`src/rtl/sram_rr_arbiter_if.sv`:
```
// Requester-side and SRAM-side signals of the round-robin SRAM arbiter.
// The slave modport is the arbiter's view; master is the view of the
// requesters plus the SRAM macro that surround it.
interface sram_rr_arbiter_if #(
    parameter int unsigned NUM_REQ = 3,
    parameter int unsigned ADDR_W  = 15,
    parameter int unsigned DATA_W  = 32
);
    // Requester side, flat vectors: requester i owns slice i.
    logic                        enable;
    logic [NUM_REQ-1:0]          req;
    logic [NUM_REQ-1:0]          readWrite;
    logic [NUM_REQ*ADDR_W-1:0]   address;
    logic [NUM_REQ*DATA_W-1:0]   dataIn;
    logic [NUM_REQ*DATA_W-1:0]   dataOut;
    logic [NUM_REQ-1:0]          done;
    logic [NUM_REQ-1:0]          grant;
    logic                        busy;

    // SRAM side.
    logic                        mem_enable;
    logic                        mem_readWrite;
    logic [ADDR_W-1:0]           mem_address;
    logic [DATA_W-1:0]           mem_dataIn;
    logic [DATA_W-1:0]           mem_dataOut;

    modport slave (
        input  enable, req, readWrite, address, dataIn, mem_dataOut,
        output dataOut, done, grant, busy,
        output mem_enable, mem_readWrite, mem_address, mem_dataIn
    );

    modport master (
        output enable, req, readWrite, address, dataIn, mem_dataOut,
        input  dataOut, done, grant, busy,
        input  mem_enable, mem_readWrite, mem_address, mem_dataIn
    );
endinterface

```
`src/rtl/sram_rr_arbiter.sv`:
```
// Round-robin arbiter/sequencer sharing one single-port SRAM among NUM_REQ
// requesters. Optionally zero-fills the SRAM after reset, then serves one
// access at a time: IDLE -> ACCESS -> WAIT (READ_LATENCY cycles) -> DONE.
// Every output is a flop.
module sram_rr_arbiter #(
    parameter int unsigned NUM_REQ        = 3,
    parameter int unsigned ADDR_W         = 15,
    parameter int unsigned DATA_W         = 32,
    parameter int unsigned READ_LATENCY   = 2,
    parameter bit          CLEAR_ON_RESET = 1'b1
) (
    input logic              clock,
    input logic              reset,
    sram_rr_arbiter_if.slave bus
);

    localparam int unsigned WaitW = (READ_LATENCY > 1) ? $clog2(READ_LATENCY) : 1;
    // Pointer starts on the last requester so requester 0 is searched first.
    localparam logic [NUM_REQ-1:0] PtrRst = {1'b1, {(NUM_REQ-1){1'b0}}};

    typedef enum logic [2:0] {StClear, StIdle, StAccess, StWait, StDone} state_e;

    state_e state_q, state_d;

    logic [NUM_REQ-1:0]        done_q, done_d;
    logic [NUM_REQ*DATA_W-1:0] dataout_q, dataout_d;
    logic [NUM_REQ-1:0]        grant_q, grant_d;
    logic                      busy_q, busy_d;
    logic                      mem_en_q, mem_en_d;
    logic                      mem_rw_q, mem_rw_d;
    logic [ADDR_W-1:0]         mem_addr_q, mem_addr_d;
    logic [DATA_W-1:0]         mem_din_q, mem_din_d;
    logic [NUM_REQ-1:0]        ptr_q, ptr_d;      // one-hot, last requester served
    logic [WaitW-1:0]          wait_q, wait_d;

    logic [NUM_REQ-1:0]        pick;
    logic                      pick_vld;
    logic                      clear_last;

    // The last clear write is in flight when the top address is on the bus.
    assign clear_last = mem_en_q && (mem_addr_q == '1);

    // Rotating priority search: first asserted req after the pointer, wrapping.
    always_comb begin
        pick     = '0;
        pick_vld = 1'b0;
        for (int unsigned j = 0; j < NUM_REQ; j++) begin
            for (int unsigned k = 1; k <= NUM_REQ; k++) begin
                if (ptr_q[j] && !pick_vld && bus.req[(j + k) % NUM_REQ]) begin
                    pick_vld                 = 1'b1;
                    pick[(j + k) % NUM_REQ]  = 1'b1;
                end
            end
        end
    end

    // State register.
    always_ff @(posedge clock or posedge reset) begin
        if (reset) begin
            state_q <= CLEAR_ON_RESET ? StClear : StIdle;
        end else begin
            state_q <= state_d;
        end
    end

    // Next-state logic.
    always_comb begin
        state_d = state_q;
        unique case (state_q)
            StClear:  if (clear_last) state_d = StIdle;
            StIdle:   if (bus.enable && pick_vld) state_d = StAccess;
            StAccess: state_d = StWait;
            StWait:   if (wait_q == '0) state_d = StDone;
            StDone:   state_d = StIdle;
            default:  state_d = StIdle;
        endcase
    end

    // Next values of the registered outputs and datapath.
    always_comb begin
        done_d     = '0;
        dataout_d  = dataout_q;
        grant_d    = grant_q;
        busy_d     = busy_q;
        mem_en_d   = 1'b0;
        mem_rw_d   = mem_rw_q;
        mem_addr_d = mem_addr_q;
        mem_din_d  = mem_din_q;
        ptr_d      = ptr_q;
        wait_d     = wait_q;
        unique case (state_q)
            StClear: begin
                if (clear_last) begin
                    busy_d   = 1'b0;
                    mem_rw_d = 1'b1;
                end else begin
                    // First clear cycle starts from address 0, then one write per cycle.
                    mem_en_d   = 1'b1;
                    mem_rw_d   = 1'b0;
                    mem_din_d  = '0;
                    mem_addr_d = mem_en_q ? mem_addr_q + ADDR_W'(1) : '0;
                end
            end
            StIdle: begin
                grant_d = '0;
                if (bus.enable && pick_vld) begin
                    grant_d  = pick;
                    mem_en_d = 1'b1;
                    // Latch the winner's command; later changes on its inputs are ignored.
                    for (int unsigned i = 0; i < NUM_REQ; i++) begin
                        if (pick[i]) begin
                            mem_rw_d   = bus.readWrite[i];
                            mem_addr_d = bus.address[i*ADDR_W +: ADDR_W];
                            mem_din_d  = bus.dataIn[i*DATA_W +: DATA_W];
                        end
                    end
                end
            end
            StAccess: begin
                wait_d = WaitW'(READ_LATENCY - 1);
            end
            StWait: begin
                if (wait_q == '0) begin
                    done_d = grant_q;
                    ptr_d  = grant_q;
                    if (mem_rw_q) begin
                        for (int unsigned i = 0; i < NUM_REQ; i++) begin
                            if (grant_q[i]) begin
                                dataout_d[i*DATA_W +: DATA_W] = bus.mem_dataOut;
                            end
                        end
                    end
                end else begin
                    wait_d = wait_q - WaitW'(1);
                end
            end
            StDone: begin
                grant_d = '0;
            end
            default: ;
        endcase
    end

    // Output and datapath registers.
    always_ff @(posedge clock or posedge reset) begin
        if (reset) begin
            done_q     <= '0;
            dataout_q  <= '0;
            grant_q    <= '0;
            busy_q     <= CLEAR_ON_RESET;
            mem_en_q   <= 1'b0;
            mem_rw_q   <= 1'b1;
            mem_addr_q <= '0;
            mem_din_q  <= '0;
            ptr_q      <= PtrRst;
            wait_q     <= '0;
        end else begin
            done_q     <= done_d;
            dataout_q  <= dataout_d;
            grant_q    <= grant_d;
            busy_q     <= busy_d;
            mem_en_q   <= mem_en_d;
            mem_rw_q   <= mem_rw_d;
            mem_addr_q <= mem_addr_d;
            mem_din_q  <= mem_din_d;
            ptr_q      <= ptr_d;
            wait_q     <= wait_d;
        end
    end

    assign bus.done          = done_q;
    assign bus.dataOut       = dataout_q;
    assign bus.grant         = grant_q;
    assign bus.busy          = busy_q;
    assign bus.mem_enable    = mem_en_q;
    assign bus.mem_readWrite = mem_rw_q;
    assign bus.mem_address   = mem_addr_q;
    assign bus.mem_dataIn    = mem_din_q;

endmodule

```
`src/flat_wrapper.sv`:
```
// flat-port wrapper written by rule: the top's interface ports become plain ports
module sram_rr_arbiter_flat 
#(
    parameter int unsigned NUM_REQ        = 3,
    parameter int unsigned ADDR_W         = 15,
    parameter int unsigned DATA_W         = 32,
    parameter int unsigned READ_LATENCY   = 2,
    parameter bit          CLEAR_ON_RESET = 1'b1
)
  (clock, reset, bus_enable, bus_req, bus_readWrite, bus_address, bus_dataIn, bus_mem_dataOut, bus_dataOut, bus_done, bus_grant, bus_busy, bus_mem_enable, bus_mem_readWrite, bus_mem_address, bus_mem_dataIn);
  sram_rr_arbiter_if #(.NUM_REQ(NUM_REQ), .ADDR_W(ADDR_W), .DATA_W(DATA_W)) bus_i ();
  input logic clock;
  input logic reset;
  input wire logic [$bits(bus_i.enable)-1:0] bus_enable;
  input wire logic [$bits(bus_i.req)-1:0] bus_req;
  input wire logic [$bits(bus_i.readWrite)-1:0] bus_readWrite;
  input wire logic [$bits(bus_i.address)-1:0] bus_address;
  input wire logic [$bits(bus_i.dataIn)-1:0] bus_dataIn;
  input wire logic [$bits(bus_i.mem_dataOut)-1:0] bus_mem_dataOut;
  output wire logic [$bits(bus_i.dataOut)-1:0] bus_dataOut;
  output wire logic [$bits(bus_i.done)-1:0] bus_done;
  output wire logic [$bits(bus_i.grant)-1:0] bus_grant;
  output wire logic [$bits(bus_i.busy)-1:0] bus_busy;
  output wire logic [$bits(bus_i.mem_enable)-1:0] bus_mem_enable;
  output wire logic [$bits(bus_i.mem_readWrite)-1:0] bus_mem_readWrite;
  output wire logic [$bits(bus_i.mem_address)-1:0] bus_mem_address;
  output wire logic [$bits(bus_i.mem_dataIn)-1:0] bus_mem_dataIn;
  assign bus_i.enable = bus_enable;
  assign bus_i.req = bus_req;
  assign bus_i.readWrite = bus_readWrite;
  assign bus_i.address = bus_address;
  assign bus_i.dataIn = bus_dataIn;
  assign bus_i.mem_dataOut = bus_mem_dataOut;
  assign bus_dataOut = bus_i.dataOut;
  assign bus_done = bus_i.done;
  assign bus_grant = bus_i.grant;
  assign bus_busy = bus_i.busy;
  assign bus_mem_enable = bus_i.mem_enable;
  assign bus_mem_readWrite = bus_i.mem_readWrite;
  assign bus_mem_address = bus_i.mem_address;
  assign bus_mem_dataIn = bus_i.mem_dataIn;
  sram_rr_arbiter #(.NUM_REQ(NUM_REQ), .ADDR_W(ADDR_W), .DATA_W(DATA_W), .READ_LATENCY(READ_LATENCY), .CLEAR_ON_RESET(CLEAR_ON_RESET)) u_core (.clock(clock), .reset(reset), .bus(bus_i));
endmodule
```
`config.mk`:
```
export PLATFORM = sky130hd
export DESIGN_NAME = sram_rr_arbiter_flat
export DESIGN_NICKNAME = d
export VERILOG_FILES = /design/src/rtl/sram_rr_arbiter_if.sv /design/src/rtl/sram_rr_arbiter.sv /design/src/flat_wrapper.sv
export SDC_FILE = /design/constraint.sdc
export NUM_CORES = 1
export LEC_CHECK = 0
export CAP_MARGIN = 20
export CORE_MARGIN = 5
export CORE_UTILIZATION = 45
export CTS_BUF_LIST = sky130_fd_sc_hd__clkbuf_16
export DETAILED_ROUTE_END_ITERATION = 16
export PLACE_DENSITY = 0.86
export REMOVE_ABC_BUFFERS = 1
export SLEW_MARGIN = 20
export SYNTH_ARGS = -nofsm -noshare
export SYNTH_HDL_FRONTEND = slang
export SYNTH_SLANG_ARGS = --single-unit
export TNS_END_PERCENT = 30
```
`constraint.sdc`:
```
create_clock -name clock -period 10.55 [get_ports clock]
set_input_delay 2.11 -clock clock [delete_from_list [all_inputs] [get_ports clock]]
set_output_delay 2.11 -clock clock [all_outputs]
set_load 0.02 [all_outputs]
```
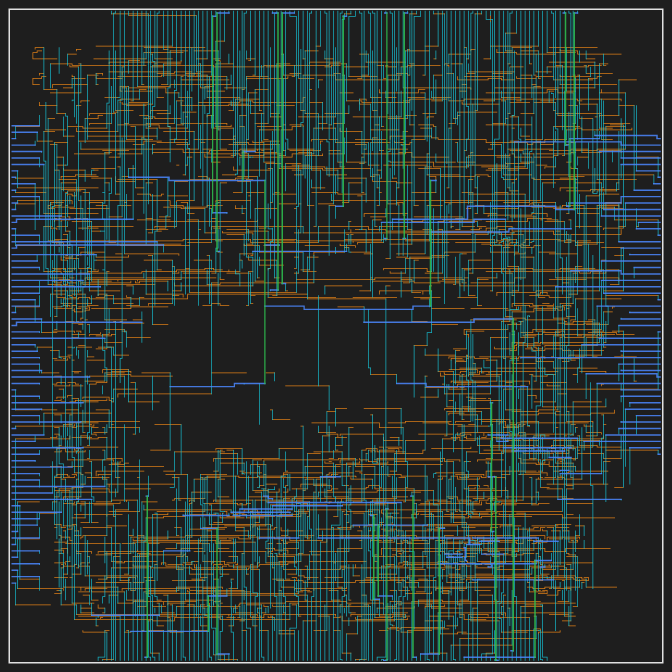
*Wiring by layer, run 1*
green -> metal 4  # wire length 851 um
cyan -> metal 2  # wire length 12600 um
orange -> metal 1  # wire length 9250 um
blue -> metal 3  # wire length 1740 um
count of vias placed by the detailed router: 6432
total global-route track usage: 25.5%

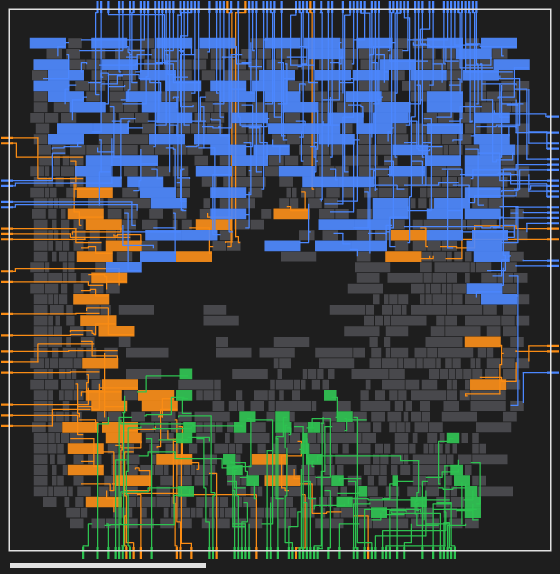
*Nets reached from selected ports, run 1*
The bar under the picture is 50 um long.
blue -> `bus_dataOut`  # bits 96, direction output, edge 74 north, 18 east, 4 west, end cells 96, buffers 96, wire 4060 um
orange -> `bus_mem_dataIn`  # bits 32, direction output, edge 15 west, 10 south, 4 east, 3 north, end cells 32, buffers 32, wire 1370 um
green -> `bus_address`  # bits 45, direction input, edge south, end cells 31, buffers 45, wire 1580 um
quantity of I/O buffers inserted on ports: 333
number of placed I/O pins: 334

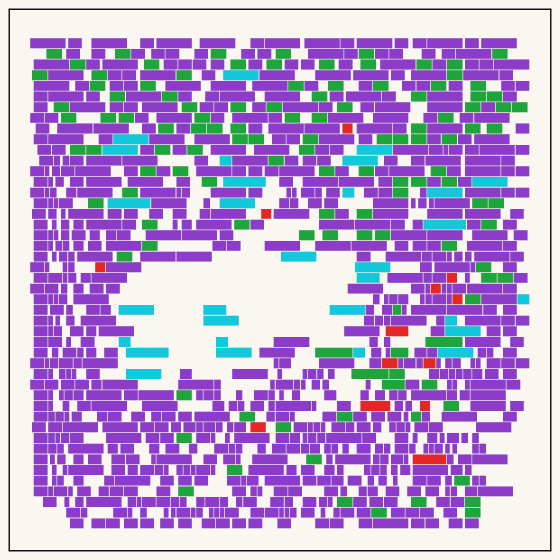
*Sizing map, run 1*
red -> _3 and _4 cells  # cells 13, share 1.3%
cyan -> _6 and larger  # cells 30, share 3.1%
purple -> _0 and _1 cells  # cells 807, share 83%
green -> _2 cells  # cells 120, share 12%
Syn-to-layout area delta: 55.8%
setup slack of the critical path after layout: 6150 ps

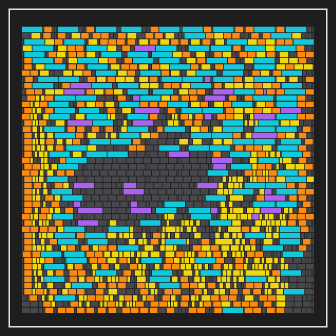
*Cell classes on the final placement, run 1*
Fill, decap, tap and diode cells in gray.
purple -> clock drivers and dummy loads  # cells 32
cyan -> flops  # cells 159
orange -> other buffers and delay cells  # cells 339
yellow -> combinational and other logic  # cells 440
fraction of the core area covered by cells at the end of the flow: 71.7%
final non-filler cell area: 0.0114 mm2

==> impl_results.html, run 1 <==
<h2>Implementation results</h2>
<table>
<tr><th>Metric</th><th>Value</th></tr>
<tr><th colspan="2">Outcome</th></tr>
<tr><td>Outcome</td><td>complete, no violations</td></tr>
<tr><th colspan="2">Synth</th></tr>
<tr><td>Share of flip-flops with an asynchronous set or reset</td><td>100%</td></tr>
<tr><td>Post-synthesis sequential area ratio</td><td>a little over half</td></tr>
<tr><td>Synthesis Warnings</td><td>0</td></tr>
<tr><td>Most frequently used flop master after synthesis</td><td>dfrtp_1</td></tr>
<tr><td>Cell count after synthesis</td><td>around 640</td></tr>
<tr><td>Area figure in the yosys stat output</td><td>around 0.0073 mm2</td></tr>
<tr><td>Syn Area/Cell</td><td>11.4 um2</td></tr>
<tr><td>Number of synthesized flops with an enable pin</td><td>0</td></tr>
<tr><td>Synthesized cell area</td><td>between 0.007 and 0.008 mm2</td></tr>
<tr><td>Flops out of synthesis</td><td>159</td></tr>
<tr><td>Number of library cell types mapped by synthesis</td><td>around 50</td></tr>
<tr><th colspan="2">Die</th></tr>
<tr><td>Overall die width</td><td>roughly 140 um</td></tr>
<tr><td>Share of the core filled by cells before placement</td><td>between 40% and 50%</td></tr>
<tr><td>Core region area</td><td>~0.016 mm2</td></tr>
<tr><td>Core Rows</td><td>between 40 and 50</td></tr>
<tr><td>Die span in y</td><td>~140 um</td></tr>
<tr><td>Area of the chip</td><td>around 0.019 mm2</td></tr>
<tr><th colspan="2">Route</th></tr>
<tr><td>Total detailed-routing wirelength</td><td>around 24000 um</td></tr>
<tr><td>Iteration-0 DRC count of the detailed router</td><td>about 430</td></tr>
<tr><td>Number of detailed-routing iterations run before antenna repair</td><td>6</td></tr>
<tr><td>Routed length per instance</td><td>20.6 um</td></tr>
<tr><td>Post-route ant nets</td><td>0</td></tr>
<tr><td>Routed via count divided by cell count</td><td>around 5.4</td></tr>
<tr><th colspan="2">Final timing</th></tr>
<tr><td>Max-slew headroom at the worst pin</td><td>between 20% and 30%</td></tr>
<tr><td>Count of final setup violators</td><td>0</td></tr>
<tr><td>Least-Margin Pin Slew</td><td>approximately 1100 ps</td></tr>
<tr><td>Share of the clock period used by the worst path after layout</td><td>between 40% and 50%</td></tr>
<tr><td>Number of hold-slack violations in the final timing report</td><td>0</td></tr>
<tr><td>Fin Setup TNS</td><td>0 ps</td></tr>
<tr><td>Final Hold Slack</td><td>between 400 and 500 ps</td></tr>
<tr><td>Tmin final</td><td>between 4000 and 5000 ps</td></tr>
<tr><td>Highest achievable clock rate</td><td>around 230 MHz</td></tr>
<tr><td>Unrepaired setup endpoints after global routing</td><td>false</td></tr>
<tr><td>Max-slew violation count</td><td>0</td></tr>
<tr><td>Setup skew after layout</td><td>a little under 10 ps</td></tr>
<tr><th colspan="2">Finish</th></tr>
<tr><td>Count of nets after finishing</td><td>approximately 1100</td></tr>
<tr><td>Number of filler cells placed in the layout</td><td>1132</td></tr>
<tr><td>Register area</td><td>0.00398 mm2</td></tr>
<tr><td>Comb. cell area</td><td>0.00312 mm2</td></tr>
<tr><td>Non-filler instance count after layout</td><td>1186</td></tr>
<tr><td>Commonest cells after routing, fill and taps aside</td><td>clkdlybuf4s50_1, dfrtp_1, mux2_2, nand2_1, o21ai_0</td></tr>
<tr><td>Most numerous logic cell after layout</td><td>clkdlybuf4s50_1</td></tr>
<tr><td>Antenna diode instance count</td><td>0</td></tr>
<tr><td>Layout cells sized above 1</td><td>16.8%</td></tr>
<tr><th colspan="2">Worst setup path</th></tr>
<tr><td>Worst path required time</td><td>between 10000 and 15000 ps</td></tr>
<tr><td>Startpoint class of the critical path</td><td>primary input</td></tr>
<tr><td>Maximum net fanout on the critical path</td><td>roughly 48</td></tr>
<tr><td>Endpoint arrival time on the critical path</td><td>4680 ps</td></tr>
<tr><td>Category of the critical setup timing path</td><td>in -&gt; reg</td></tr>
<tr><th colspan="2">Clock tree</th></tr>
<tr><td>Max Buffers Root-to-Sink</td><td>2</td></tr>
<tr><td>Clk root buf</td><td>clkbuf_16</td></tr>
<tr><td>Setup repair bufs after CTS</td><td>0</td></tr>
<tr><td>Clock Sink Count</td><td>159</td></tr>
<tr><td>CTS Buf Count</td><td>17</td></tr>
<tr><td>Worst skew pair latency</td><td>420 ps</td></tr>
<tr><td>Maximum level of the CTS H-tree</td><td>4</td></tr>
<tr><td>CTS tree</td><td>done</td></tr>
<tr><td>Count of hold-fix buffers inserted at cts</td><td>0</td></tr>
<tr><td>Clock Pin Slew Worst Setup and Hold Paths</td><td>around 70 ps</td></tr>
<tr><th colspan="2">Min path</th></tr>
<tr><td>Hold Crit Class</td><td>reg -&gt; reg</td></tr>
<tr><th colspan="2">Pwr</th></tr>
<tr><td>Clk. pwr</td><td>675 uW</td></tr>
<tr><td>Peak supply drop</td><td>roughly 120 uV</td></tr>
<tr><td>Total sequential power</td><td>about 640 uW</td></tr>
<tr><td>Net switching component of the power</td><td>between 300 and 400 uW</td></tr>
<tr><td>Highest-power group</td><td>the clock network</td></tr>
<tr><td>Power per unit of standard cell area</td><td>around 130 mW/mm2</td></tr>
<tr><td>Switching Fraction</td><td>a little under a quarter</td></tr>
<tr><td>Relative contribution of the clock network to total power</td><td>between 40% and 50%</td></tr>
<tr><td>Combinational Power</td><td>176 uW</td></tr>
<tr><td>Total power</td><td>approximately 1500 uW</td></tr>
<tr><td>Portion of total power attributed to combinational logic</td><td>11.8%</td></tr>
<tr><td>Leakage dissipation</td><td>0.00494 uW</td></tr>
<tr><th colspan="2">Global route</th></tr>
<tr><td>Via count of the first global-routing pass</td><td>6581</td></tr>
<tr><td>Largest net degree at the start of global routing</td><td>approximately 83</td></tr>
<tr><td>Total global routing overflow</td><td>0</td></tr>
<tr><td>Number of antenna violations at the first check in global routing</td><td>0</td></tr>
<tr><th colspan="2">Placed design</th></tr>
<tr><td>Routability-driven placement congestion ratio</td><td>~0.87</td></tr>
<tr><td>Cells after DPL</td><td>~1200</td></tr>
<tr><td>Area after DPL</td><td>around 0.011 mm2</td></tr>
<tr><th colspan="2">Flow run</th></tr>
<tr><td>Max-cap violations</td><td>0</td></tr>
<tr><td>Number of warning messages in the logs</td><td>25</td></tr>
</table>
-- run 1: per-layer routing --
layer	share of wire, %	vias to the layer above	track usage [%]
met2	52	255	43.5
met5	0	-	0
met1	38	3166	30.6
li1	-	2958	-
met3	7.1	53	6.10
met4	3.5	0	11.1
-- run 1: sequential cells by signal (all words and copies together), names as in the netlist --
register,flops
u_core.bus.mem_address,15
u_core.bus.done,3
u_core.wait_q,1
u_core.bus.mem_enable,1
u_core.bus.dataOut,96
u_core.bus.grant,3
u_core.bus.busy,1
u_core.state_q,3
u_core.bus.mem_readWrite,1
u_core.bus.mem_dataIn,32
u_core.ptr_q,3
-- run 1: kinds of logic after synthesis --
kind of cell | after synthesis | share of synthesized area [%]
AOI/OAI and AO/OA | 174 | 15.4
adders and majority gates | 1 | 0.171
buffers and inverters | 47 | 3.31
DFF | 159 | 54.3
muxes | 113 | 17.3
and+or+nand+nor | 147 | 9.43
-- run 1: cells in the mapped netlist, types with 2 or more instances --
| library cell | instances | area (um2) |
|---|---|---|
| clkbuf_2 | 2 | 10.0 |
| buf_4 | 5 | 37.5 |
| and2_1 | 8 | 50.1 |
| nor2b_1 | 7 | 43.8 |
| nand2_1 | 90 | 338 |
| a21oi_1 | 6 | 30.0 |
| a221oi_1 | 9 | 78.8 |
| nand3_1 | 2 | 10.0 |
| a22o_1 | 2 | 17.5 |
| a211oi_1 | 2 | 15.0 |
| nor3b_1 | 5 | 37.5 |
| and3_1 | 3 | 18.8 |
| clkbuf_1 | 14 | 52.6 |
| a21o_1 | 33 | 248 |
| o21ai_1 | 6 | 30.0 |
| o311a_1 | 2 | 20.0 |
| nor2_1 | 11 | 41.3 |
| a31oi_1 | 38 | 238 |
| o21ai_0 | 61 | 305 |
| nand2b_1 | 2 | 12.5 |
| nand4_1 | 2 | 12.5 |
| nor3_1 | 7 | 35.0 |
| inv_1 | 5 | 18.8 |
| or3_1 | 2 | 12.5 |
| dfstp_2 | 3 | 78.8 |
| buf_2 | 18 | 90.1 |
| o22a_1 | 2 | 17.5 |
| mux2_2 | 113 | 1270 |
| a22oi_1 | 3 | 22.5 |
| dfrtp_1 | 156 | 3900 |
| buf_6 | 3 | 33.8 |
-- run 1: final cells by class --
class,count,share of cell area [%]
Clock inverter,15,1.97
Timing Repair Buffer,339,29.6
Sequential cell,159,34.8
Inverter,5,0.208
Multi-Input combinational cell,435,27.3
Clock buffer,17,3.72
Tap cell,216,2.36
-- run 1: final timing paths --
kind                                           startpoint                   endpoint  slack, ps  cells past startpoint
worst max-delay path                           bus_req[2]  u_core.bus.mem_address[9]       6150                      7
worst min-delay path            u_core.bus.mem_dataIn[10]  u_core.bus.mem_dataIn[10]        470                      1
worst max register to register  u_core.bus.mem_address[0]  u_core.bus.mem_address[1]       7710                      7
worst min register to register  u_core.bus.mem_dataIn[10]  u_core.bus.mem_dataIn[10]        470                      1
max in group asynchronous                           reset     u_core.bus.dataOut[67]       6860                      3
min in group asynchronous                           reset     u_core.bus.dataOut[78]       2220                      2
-- run 1: critical path, cell delays in order --
cell	delay [ps]
clkdlybuf4s50_1	580
nor2b_1	90
o21ai_1	150
and2_2	900
mux2_2	420
a221oi_1	310
o21ai_1	90
### Cell placement, run 1

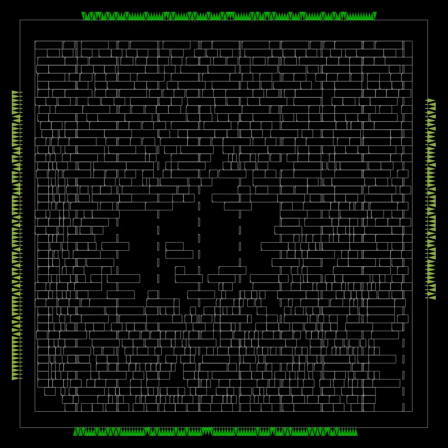

==> inputs of run 2 (changes only) <==
--- a/config.mk
+++ b/config.mk
@@ -7,10 +7,10 @@
 export LEC_CHECK = 0
 export CAP_MARGIN = 20
 export CORE_MARGIN = 5
-export CORE_UTILIZATION = 45
+export CORE_UTILIZATION = 38
 export CTS_BUF_LIST = sky130_fd_sc_hd__clkbuf_16
 export DETAILED_ROUTE_END_ITERATION = 16
-export PLACE_DENSITY = 0.86
+export PLACE_DENSITY = 0.77
 export REMOVE_ABC_BUFFERS = 1
 export SLEW_MARGIN = 20
 export SYNTH_ARGS = -nofsm -noshare
==> constraint.sdc (replaced) <==
create_clock -name clock -period 3.74 [get_ports clock]
set_input_delay 0.748 -clock clock [delete_from_list [all_inputs] [get_ports clock]]
set_output_delay 0.748 -clock clock [all_outputs]
set_load 0.02 [all_outputs]
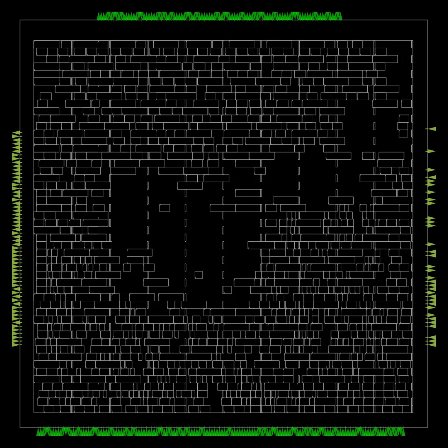
*Cell placement, run 2*
fraction of the core area covered by cells at the end of the flow: 61.1%
sequential cell area share: 34.6%
Core Rows: 50
Flops: 159
non-filler instance count after layout: 1236

==> run 2 against run 1 <==
  * Combinational power rose to 2.8 times the previous value
  * Flip-flop count did not move
  * Critical path depth is the same
  * Global-route usage is 3.9 points lower
  * Setup slack got worse by 5000 ps
  * Critical path type unchanged
  * Critical endpoint is now u_core.bus.mem_address[10]
  * Largest cell class unchanged
==> impl_results.html, run 2 <==
<h2>Implementation results</h2>
<table>
<tr><th>Metric</th><th>Value</th></tr>
<tr><th colspan="2">Final timing</th></tr>
<tr><td>Setup skew after layout</td><td>14.9 ps (+5.17 ps)</td></tr>
<tr><td>Max-slew headroom at the worst pin</td><td>37.7% (+12 points)</td></tr>
<tr><td>Tmin final</td><td>roughly 2600 ps</td></tr>
<tr><td>Number of hold-slack violations in the final timing report</td><td>0 (unchanged)</td></tr>
<tr><td>Max-slew violation count</td><td>0 (unchanged)</td></tr>
<tr><td>Unrepaired setup endpoints after global routing</td><td>false</td></tr>
<tr><td>Share of the clock period used by the worst path after layout</td><td>a little over two thirds</td></tr>
<tr><th colspan="2">Route</th></tr>
<tr><td>Total detailed-routing wirelength</td><td>24300 um (-0.72%)</td></tr>
<tr><td>Routed via count divided by cell count</td><td>5.15 (-5.0%)</td></tr>
<tr><td>Post-route ant nets</td><td>0 (unchanged)</td></tr>
<tr><td>Number of detailed-routing iterations run before antenna repair</td><td>5 (-1)</td></tr>
<tr><td>Routed length per instance</td><td>19.7 um (-4.7%)</td></tr>
<tr><td>Iteration-0 DRC count of the detailed router</td><td>310 (-27%)</td></tr>
<tr><th colspan="2">Clock tree</th></tr>
<tr><td>Clock Sink Count</td><td>159 (unchanged)</td></tr>
<tr><td>Setup repair bufs after CTS</td><td>0 (unchanged)</td></tr>
<tr><td>Count of hold-fix buffers inserted at cts</td><td>0 (unchanged)</td></tr>
<tr><td>Worst skew pair latency</td><td>430 ps (about the same)</td></tr>
<tr><td>Clock Pin Slew Worst Setup and Hold Paths</td><td>80 ps (about the same)</td></tr>
<tr><td>Max Buffers Root-to-Sink</td><td>2 (unchanged)</td></tr>
<tr><td>Clk root buf</td><td>clkbuf_16</td></tr>
<tr><td>Maximum level of the CTS H-tree</td><td>4 (unchanged)</td></tr>
<tr><td>CTS Buf Count</td><td>17 (unchanged)</td></tr>
<tr><td>CTS tree</td><td>done</td></tr>
<tr><th colspan="2">Global route</th></tr>
<tr><td>Highest-utilization routing layer at the global route stage</td><td>met2</td></tr>
<tr><td>Met1 capacity usage during global routing</td><td>26.9% (-3.7 points)</td></tr>
<tr><td>Total global-route track usage</td><td>21.6% (-3.9 points)</td></tr>
<tr><td>Via count of the first global-routing pass</td><td>6520 (-0.93%)</td></tr>
<tr><td>Met2 routing resource usage after global routing</td><td>36.2% (-7.3 points)</td></tr>
<tr><td>Total global routing overflow</td><td>0 (unchanged)</td></tr>
<tr><td>Number of antenna violations at the first check in global routing</td><td>0 (unchanged)</td></tr>
<tr><td>Global-route track usage on met3</td><td>5.01% (-1.1 points)</td></tr>
<tr><td>Largest net degree at the start of global routing</td><td>78 (-6.0%)</td></tr>
<tr><th colspan="2">Die</th></tr>
<tr><td>Number of placed I/O pins</td><td>334 (unchanged)</td></tr>
<tr><td>Area of the chip</td><td>0.0222 mm2 (+17%)</td></tr>
<tr><td>Core region area</td><td>0.0188 mm2 (+18%)</td></tr>
<tr><td>Share of the core filled by cells before placement</td><td>39.0% (-7.1 points)</td></tr>
<tr><td>Overall die width</td><td>149 um (+8.2%)</td></tr>
<tr><th colspan="2">Synth</th></tr>
<tr><td>Most frequently used flop master after synthesis</td><td>dfrtp_1</td></tr>
<tr><td>Portion of synthesized cell area occupied by the leading cell type</td><td>53.2% (unchanged)</td></tr>
<tr><td>Post-synthesis sequential area ratio</td><td>54.3% (unchanged)</td></tr>
<tr><td>Number of library cell types mapped by synthesis</td><td>50 (unchanged)</td></tr>
<tr><td>Area figure in the yosys stat output</td><td>0.00733 mm2 (unchanged)</td></tr>
<tr><td>Number of synthesized flops with an enable pin</td><td>0 (unchanged)</td></tr>
<tr><td>Share of flip-flops with an asynchronous set or reset</td><td>100% (unchanged)</td></tr>
<tr><td>Cell with the most instances after synthesis</td><td>dfrtp_1</td></tr>
<tr><td>Cell count after synthesis</td><td>641 (unchanged)</td></tr>
<tr><td>Synthesis Warnings</td><td>0 (unchanged)</td></tr>
<tr><td>Syn Area/Cell</td><td>11.4 um2 (unchanged)</td></tr>
<tr><td>Synthesized cell area</td><td>0.00733 mm2 (unchanged)</td></tr>
<tr><th colspan="2">Pwr</th></tr>
<tr><td>Peak supply drop</td><td>301 uV (+150%)</td></tr>
<tr><td>Relative contribution of the clock network to total power</td><td>43.4% (-1.9 points)</td></tr>
<tr><td>Net switching component of the power</td><td>1030 uW (+190%)</td></tr>
<tr><td>Portion of total power attributed to combinational logic</td><td>12.3% (+0.5 points)</td></tr>
<tr><td>Leakage dissipation</td><td>0.00497 uW (+0.52%)</td></tr>
<tr><td>Power per unit of standard cell area</td><td>353 mW/mm2 (+170%)</td></tr>
<tr><th colspan="2">Placed design</th></tr>
<tr><td>Routability-driven placement congestion ratio</td><td>0.907 (+3.8%)</td></tr>
<tr><td>Cells after DPL</td><td>1204 (+4.3%)</td></tr>
<tr><th colspan="2">Finish</th></tr>
<tr><td>Number of filler cells placed in the layout</td><td>1546 (+37%)</td></tr>
<tr><td>Commonest cells after routing, fill and taps aside</td><td>clkdlybuf4s50_1, dfrtp_1, mux2_2, nand2_1, o21ai_0</td></tr>
<tr><td>Most numerous logic cell after layout</td><td>clkdlybuf4s50_1</td></tr>
<tr><td>Comb. cell area</td><td>0.00311 mm2 (-0.44%)</td></tr>
<tr><td>Antenna diode instance count</td><td>0 (unchanged)</td></tr>
<tr><td>Count of nets after finishing</td><td>1146 (+0.53%)</td></tr>
<tr><td>Register area</td><td>0.00398 mm2 (unchanged)</td></tr>
<tr><td>Number of flip-flops under the largest register name</td><td>96 (unchanged)</td></tr>
<tr><th colspan="2">Flow run</th></tr>
<tr><td>Number of warning messages in the logs</td><td>25 (unchanged)</td></tr>
<tr><th colspan="2">Worst setup path</th></tr>
<tr><td>Capturing element type of the critical path</td><td>flop</td></tr>
<tr><td>List of cells traversed by the critical path</td><td>clkdlybuf4s50_1, nor2b_1, o21ai_1, and2_2, mux2_2, a221oi_1, o21ai_0</td></tr>
<tr><td>Slowest Stage Delay on Critical Path</td><td>580 ps (-320 ps)</td></tr>
<tr><td>Category of the critical setup timing path</td><td>in -&gt; reg</td></tr>
<tr><td>Kind of cell with the highest combined delay on the critical path</td><td>simple AND/OR/NAND/NOR gates</td></tr>
<tr><td>Worst path required time</td><td>4050 ps (-6780 ps)</td></tr>
<tr><td>Endpoint arrival time on the critical path</td><td>2920 ps (-1760 ps)</td></tr>
<tr><th colspan="2">Min path</th></tr>
<tr><td>Hold Crit Class</td><td>reg -&gt; reg</td></tr>
<tr><th colspan="2">Outcome</th></tr>
<tr><td>Outcome</td><td>complete, no violations</td></tr>
</table>
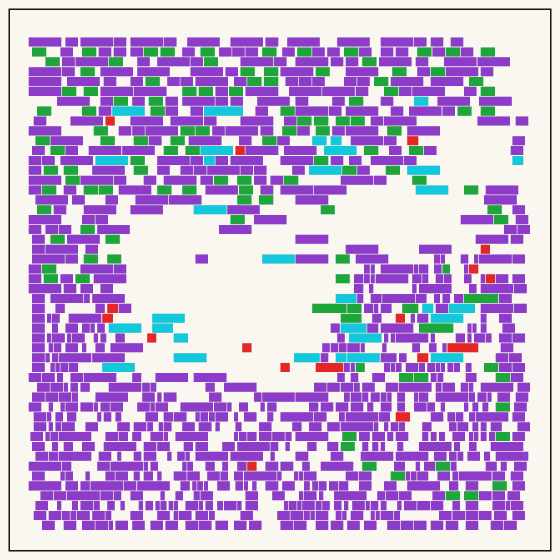
*Sizing map, run 2*
cyan -> _6 and larger  # cells 31, share 3.2%
green -> _2 cells  # cells 120, share 12%
red -> _3 and _4 cells  # cells 17, share 1.7%
purple -> _0 and _1 cells  # cells 808, share 83%
setup slack of the critical path after layout: 1130 ps
Syn-to-layout area delta: 56.8%
total of plain and repair buffers excluding clock buffers: 345
final non-filler cell area: 0.0115 mm2

-- run 2: kinds of logic (layout without fill, tap and decap cells) --
| kind of cell | after synthesis | after routing | share of synthesized area (%) |
|---|---|---|---|
| AOI/OAI and AO/OA | 174 | 174 | 15.4 |
| DFF | 159 | 159 | 54.3 |
| and+or+nand+nor | 147 | 147 | 9.43 |
| muxes | 113 | 113 | 17.3 |
| buffers and inverters | 47 | 382 | 3.31 |
| adders and majority gates | 1 | 1 | 0.171 |
-- run 2: area by class of cell --
type	instances	share of cell area, %
Tap cell	260	2.83
Clock inverter	15	1.51
Timing Repair Buffer	345	30.1
Clock buffer	17	3.70
Inverter	5	0.207
Multi-Input combinational cell	435	27.0
Sequential cell	159	34.6
-- run 2: power groups by stage --
stage          Sequential, uW  Clock (uW)  Combinational, uW
2_1_floorplan            1900           0               86.0
3_3_place_gp             1830           0                501
3_5_place_dp             1830           0                504
4_1_cts                  1800        1800                507
5_1_grt                  1800        1880                531
6_report                 1800        1760                499
-- run 2: final timing paths --
path                                            from                         end  slack, ps  depth (start not counted)
max in group asynchronous                      reset      u_core.bus.dataOut[17]       2100                          3
max                                       bus_req[2]  u_core.bus.mem_address[10]       1130                          7
min                         u_core.bus.mem_dataIn[9]    u_core.bus.mem_dataIn[9]        480                          1
min reg2reg                 u_core.bus.mem_dataIn[9]    u_core.bus.mem_dataIn[9]        480                          1
max reg2reg                u_core.bus.mem_address[0]   u_core.bus.mem_address[1]       1290                          8
min in group asynchronous                      reset   u_core.bus.mem_address[8]        830                          2
-- run 2: per-stage QoR --
step / hold slack (ps) / power [uW] / area [um2] / TNS, ps / setup WS, ps
final: 476 / 4060 / 11500 / 0 / 1130
after detailed placement: 465 / 2330 / 10900 / 0 / 748
after global routing: 495 / 4210 / 11500 / 0 / 966
after global placement: 459 / 2330 / 10900 / 0 / 763
after floorplan: 463 / 1980 / 7110 / -202300 / -1290
after CTS: 481 / 4100 / 11500 / 0 / 1160
-- run 2: layer usage --
layer,vias up,part of all wire (%)
met5,-,0
met4,0,4.0
met3,60,5.6
met2,228,51
met1,3100,40
li1,2977,-
### Wiring by layer, run 2

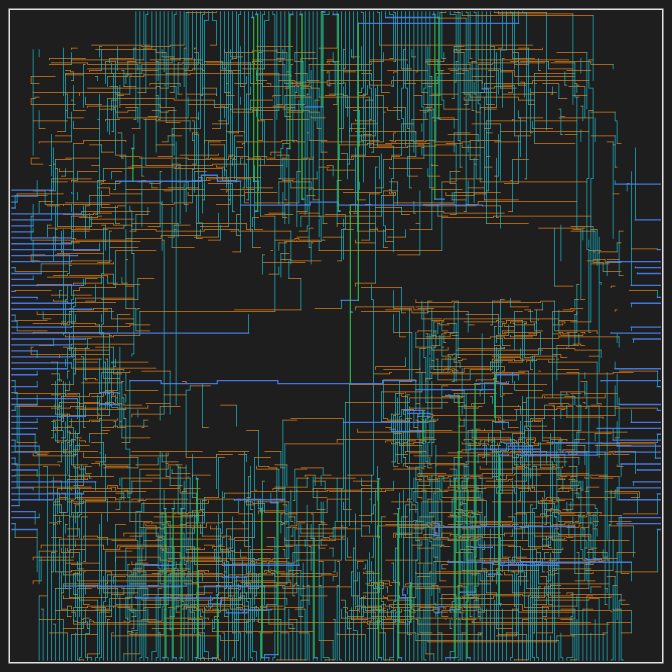

==> inputs of run 3 (changes only) <==
--- a/config.mk
+++ b/config.mk
@@ -7,10 +7,10 @@
 export LEC_CHECK = 0
 export CAP_MARGIN = 20
 export CORE_MARGIN = 5
-export CORE_UTILIZATION = 38
+export CORE_UTILIZATION = 42
 export CTS_BUF_LIST = sky130_fd_sc_hd__clkbuf_16
 export DETAILED_ROUTE_END_ITERATION = 16
-export PLACE_DENSITY = 0.77
+export PLACE_DENSITY = 0.81
 export REMOVE_ABC_BUFFERS = 1
 export SLEW_MARGIN = 20
 export SYNTH_ARGS = -nofsm -noshare
==> constraint.sdc (replaced) <==
create_clock -name clock -period 2.65 [get_ports clock]
set_input_delay 0.53 -clock clock [delete_from_list [all_inputs] [get_ports clock]]
set_output_delay 0.53 -clock clock [all_outputs]
set_load 0.02 [all_outputs]
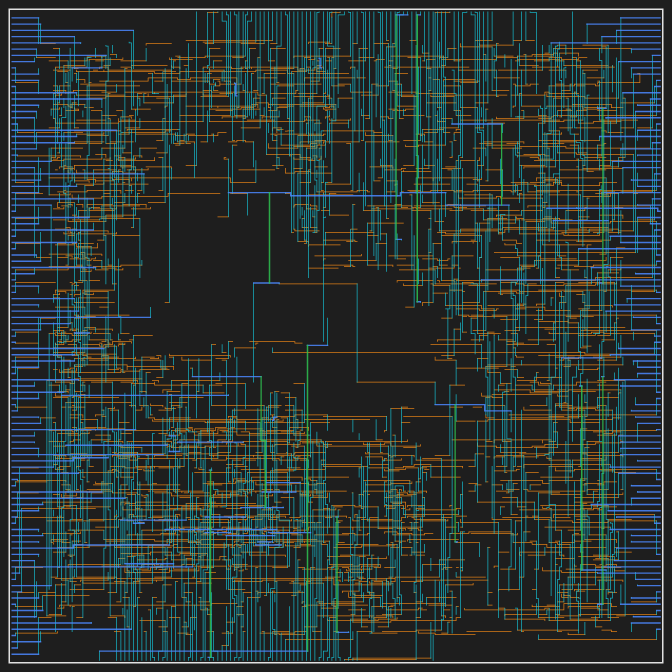
*Wiring by layer, run 3*
green -> metal 4  # wire length 469 um
orange -> metal 1  # wire length 9100 um
blue -> metal 3  # wire length 2090 um
cyan -> metal 2  # wire length 12200 um
count of vias placed by the detailed router: 6473
total global-route track usage: 23.3%
routed length per instance: 19.6 um
total detailed-routing wirelength: 23900 um

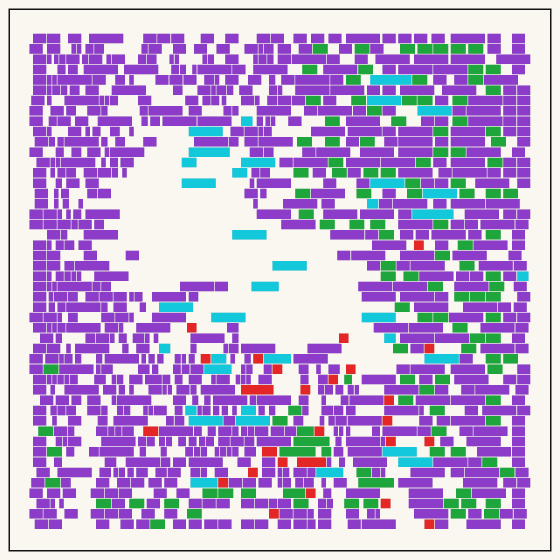
*Sizing map, run 3*
red -> _3 and _4 cells  # cells 26, share 2.6%
green -> _2 cells  # cells 121, share 12%
purple -> _0 and _1 cells  # cells 807, share 82%
cyan -> _6 and larger  # cells 35, share 3.5%
total of plain and repair buffers excluding clock buffers: 358
Syn-to-layout area delta: 58.3%
setup slack of the critical path after layout: 359 ps

==> run 3 against run 2 <==
  * Synthesized cell count unchanged
  * Area after synthesis unchanged
  * Clock skew up 3.6 ps
  * Final cell count down 1.8%
  * Core utilization up 6.3 points
==> impl_results.html, run 3 <==
<h2>Implementation results</h2>
<table>
<tr><th>Metric</th><th>Value</th></tr>
<tr><th colspan="2">Outcome</th></tr>
<tr><td>Outcome</td><td>complete, no violations</td></tr>
<tr><th colspan="2">Clock tree</th></tr>
<tr><td>CTS tree</td><td>done</td></tr>
<tr><td>Max Buffers Root-to-Sink</td><td>2 (unchanged)</td></tr>
<tr><td>Clock Pin Slew Worst Setup and Hold Paths</td><td>70 ps (about the same)</td></tr>
<tr><td>CTS Buf Count</td><td>17 (unchanged)</td></tr>
<tr><td>Clk root buf</td><td>clkbuf_16</td></tr>
<tr><td>Maximum level of the CTS H-tree</td><td>4 (unchanged)</td></tr>
<tr><td>Count of hold-fix buffers inserted at cts</td><td>0 (unchanged)</td></tr>
<tr><td>Setup repair bufs after CTS</td><td>0 (unchanged)</td></tr>
<tr><td>Worst skew pair latency</td><td>430 ps (about the same)</td></tr>
<tr><td>Clock Sink Count</td><td>159 (unchanged)</td></tr>
<tr><th colspan="2">Final timing</th></tr>
<tr><td>Final Hold Slack</td><td>475 ps (-1.07 ps)</td></tr>
<tr><td>Max-slew violation count</td><td>0 (unchanged)</td></tr>
<tr><td>Number of hold-slack violations in the final timing report</td><td>0 (unchanged)</td></tr>
<tr><td>Max-slew headroom at the worst pin</td><td>52.9% (+15 points)</td></tr>
<tr><td>Tmin final</td><td>2290 ps</td></tr>
<tr><td>Setup skew after layout</td><td>18.5 ps (+3.59 ps)</td></tr>
<tr><th colspan="2">Global route</th></tr>
<tr><td>Number of antenna violations at the first check in global routing</td><td>0 (unchanged)</td></tr>
<tr><td>Via count of the first global-routing pass</td><td>6771 (+3.8%)</td></tr>
<tr><td>Total global routing overflow</td><td>0 (unchanged)</td></tr>
<tr><td>Largest net degree at the start of global routing</td><td>67 (-14%)</td></tr>
<tr><th colspan="2">Die</th></tr>
<tr><td>Number of placed I/O pins</td><td>334 (unchanged)</td></tr>
<tr><td>Core region area</td><td>0.0172 mm2 (-8.5%)</td></tr>
<tr><td>Core Rows</td><td>48 (-4.0%)</td></tr>
<tr><td>Share of the core filled by cells before placement</td><td>42.6% (+3.6 points)</td></tr>
<tr><th colspan="2">Synth</th></tr>
<tr><td>Portion of synthesized cell area occupied by the leading cell type</td><td>53.2% (unchanged)</td></tr>
<tr><td>Synthesized cell area</td><td>0.00733 mm2 (unchanged)</td></tr>
<tr><td>Synthesis Warnings</td><td>0 (unchanged)</td></tr>
<tr><td>Number of library cell types mapped by synthesis</td><td>50 (unchanged)</td></tr>
<tr><td>Share of flip-flops with an asynchronous set or reset</td><td>100% (unchanged)</td></tr>
<tr><td>Cell with the most instances after synthesis</td><td>dfrtp_1</td></tr>
<tr><td>Most frequently used flop master after synthesis</td><td>dfrtp_1</td></tr>
<tr><td>Cell count after synthesis</td><td>641 (unchanged)</td></tr>
<tr><td>Post-synthesis sequential area ratio</td><td>54.3% (unchanged)</td></tr>
<tr><td>Syn Area/Cell</td><td>11.4 um2 (unchanged)</td></tr>
<tr><td>Area figure in the yosys stat output</td><td>0.00733 mm2 (unchanged)</td></tr>
<tr><th colspan="2">Worst setup path</th></tr>
<tr><td>Capturing element type of the critical path</td><td>flop</td></tr>
<tr><td>Slowest Stage Delay on Critical Path</td><td>630 ps (+50 ps)</td></tr>
<tr><td>Path depth of the worst reg2reg path</td><td>8 (unchanged)</td></tr>
<tr><td>Worst path required time</td><td>3000 ps (-1050 ps)</td></tr>
<tr><td>Category of the critical setup timing path</td><td>in -&gt; reg</td></tr>
<tr><td>Endpoint arrival time on the critical path</td><td>2640 ps (-280 ps)</td></tr>
<tr><td>Endpoint of the most critical register-to-register path</td><td>u_core.bus.mem_address[7]</td></tr>
<tr><td>R2r setup slk</td><td>360 ps (-930 ps)</td></tr>
<tr><td>Startpoint class of the critical path</td><td>primary input</td></tr>
<tr><td>Launch instance of the worst register-to-register path</td><td>u_core.bus.mem_address[0]</td></tr>
<tr><th colspan="2">Pwr</th></tr>
<tr><td>Peak supply drop</td><td>430 uV (+43%)</td></tr>
<tr><td>Leakage dissipation</td><td>0.00505 uW (+1.6%)</td></tr>
<tr><td>Portion of total power attributed to combinational logic</td><td>12.1% (-0.2 points)</td></tr>
<tr><td>Power per unit of standard cell area</td><td>503 mW/mm2 (+43%)</td></tr>
<tr><td>Total power</td><td>5840 uW (+44%)</td></tr>
<tr><td>Net switching component of the power</td><td>1390 uW (+35%)</td></tr>
<tr><th colspan="2">Finish</th></tr>
<tr><td>Most numerous logic cell after layout</td><td>clkdlybuf4s50_1</td></tr>
<tr><td>Number of filler cells placed in the layout</td><td>1314 (-15%)</td></tr>
<tr><td>Final non-filler cell area</td><td>0.0116 mm2 (+0.96%)</td></tr>
<tr><td>Count of nets after finishing</td><td>1159 (+1.1%)</td></tr>
<tr><td>Number of flip-flops under the largest register name</td><td>96 (unchanged)</td></tr>
<tr><td>Commonest cells after routing, fill and taps aside</td><td>clkdlybuf4s50_1, dfrtp_1, mux2_2, nand2_1, o21ai_0</td></tr>
<tr><th colspan="2">Route</th></tr>
<tr><td>Number of detailed-routing iterations run before antenna repair</td><td>5 (unchanged)</td></tr>
<tr><td>Iteration-0 DRC count of the detailed router</td><td>321 (+3.5%)</td></tr>
<tr><td>Routed via count divided by cell count</td><td>5.33 (+3.5%)</td></tr>
<tr><th colspan="2">Min path</th></tr>
<tr><td>Hold Crit Class</td><td>reg -&gt; reg</td></tr>
<tr><td>Hold Path Origin</td><td>u_core.bus.mem_dataIn[5]</td></tr>
<tr><td>Hold Path Sink</td><td>u_core.bus.mem_dataIn[5]</td></tr>
<tr><td>Number of cells on the worst hold path</td><td>1 (unchanged)</td></tr>
<tr><th colspan="2">Placed design</th></tr>
<tr><td>Routability-driven placement congestion ratio</td><td>0.847 (-6.7%)</td></tr>
<tr><td>Pre-CTS setup slack</td><td>-53.0 ps (-801 ps)</td></tr>
<tr><td>Area after DPL</td><td>0.0110 mm2 (+0.79%)</td></tr>
<tr><th colspan="2">Flow run</th></tr>
<tr><td>Number of warning messages in the logs</td><td>25 (unchanged)</td></tr>
</table>
-- run 3: worst max path at each step --
| stage | start | to | slack [ps] | cells past startpoint |
|---|---|---|---|---|
| after global routing | u_core.bus.mem_address[0] | u_core.bus.mem_address[6] | 170 | 8 |
| after CTS | u_core.bus.mem_address[0] | u_core.bus.mem_address[7] | 380 | 8 |
| after floorplan | reset | u_core.bus.dataOut[0] | -2170 | 1 |
| after global placement | bus_req[2] | u_core.bus.mem_dataIn[2] | -250 | 7 |
| final | bus_req[1] | u_core.bus.mem_address[13] | 360 | 8 |
| after detailed placement | bus_req[1] | u_core.bus.mem_address[7] | -50 | 9 |
-- run 3: worst max-delay path, delay by kind of cell --
kind                   cells  cell delay (ps)
AND-OR/OR-AND              4              940
AND/OR/NAND/NOR            2              550
buffers and inverters      2              610
-- run 3: per-stage QoR --
step	instances	setup TNS (ps)
6_report	1214	0
5_1_grt	1214	0
4_1_cts	1214	0
3_5_place_dp	1182	-155
3_3_place_gp	1182	-6940
2_1_floorplan	599	-341700
-- run 3: power by group through the flow --
stage,sequential (uW),clock (uW),combinational [uW]
floorplan,2680,0,121
global placement,2580,0,701
detailed placement,2590,0,712
CTS,2540,2640,716
global route,2550,2760,748
finish,2540,2590,706
-- run 3: per-layer routing --
metal	global-route usage, %	vias to the layer above	wire length, um
met1	27.4	3158	9100
met2	40.9	287	12200
met4	6.77	0	468
met5	0	-	0
li1	-	3004	-
met3	7.29	24	2090
-- run 3: cells by family (layout without fill, tap and decap cells) --
logic type               count (synthesis)  in the layout  synth area share, %
multiplexers                           113            113                 17.3
buffers and inverters                   47            395                 3.31
AND/OR/NAND/NOR                        147            147                 9.43
flip-flops                             159            159                 54.3
AND-OR/OR-AND                          174            174                 15.4
adder cells (fa/ha/maj)                  1              1                0.171
-- run 3: cell type report --
| class | instances | area [um2] | area share [%] |
|---|---|---|---|
| Clock buffer | 17 | 425 | 3.66 |
| Clock inverter | 15 | 198 | 1.70 |
| Inverter | 5 | 23.8 | 0.205 |
| Multi-Input combinational cell | 435 | 3120 | 26.9 |
| Sequential cell | 159 | 3980 | 34.3 |
| Tap cell | 225 | 282 | 2.42 |
| Timing Repair Buffer | 358 | 3580 | 30.9 |
Power and IR drop assume default switching activity.
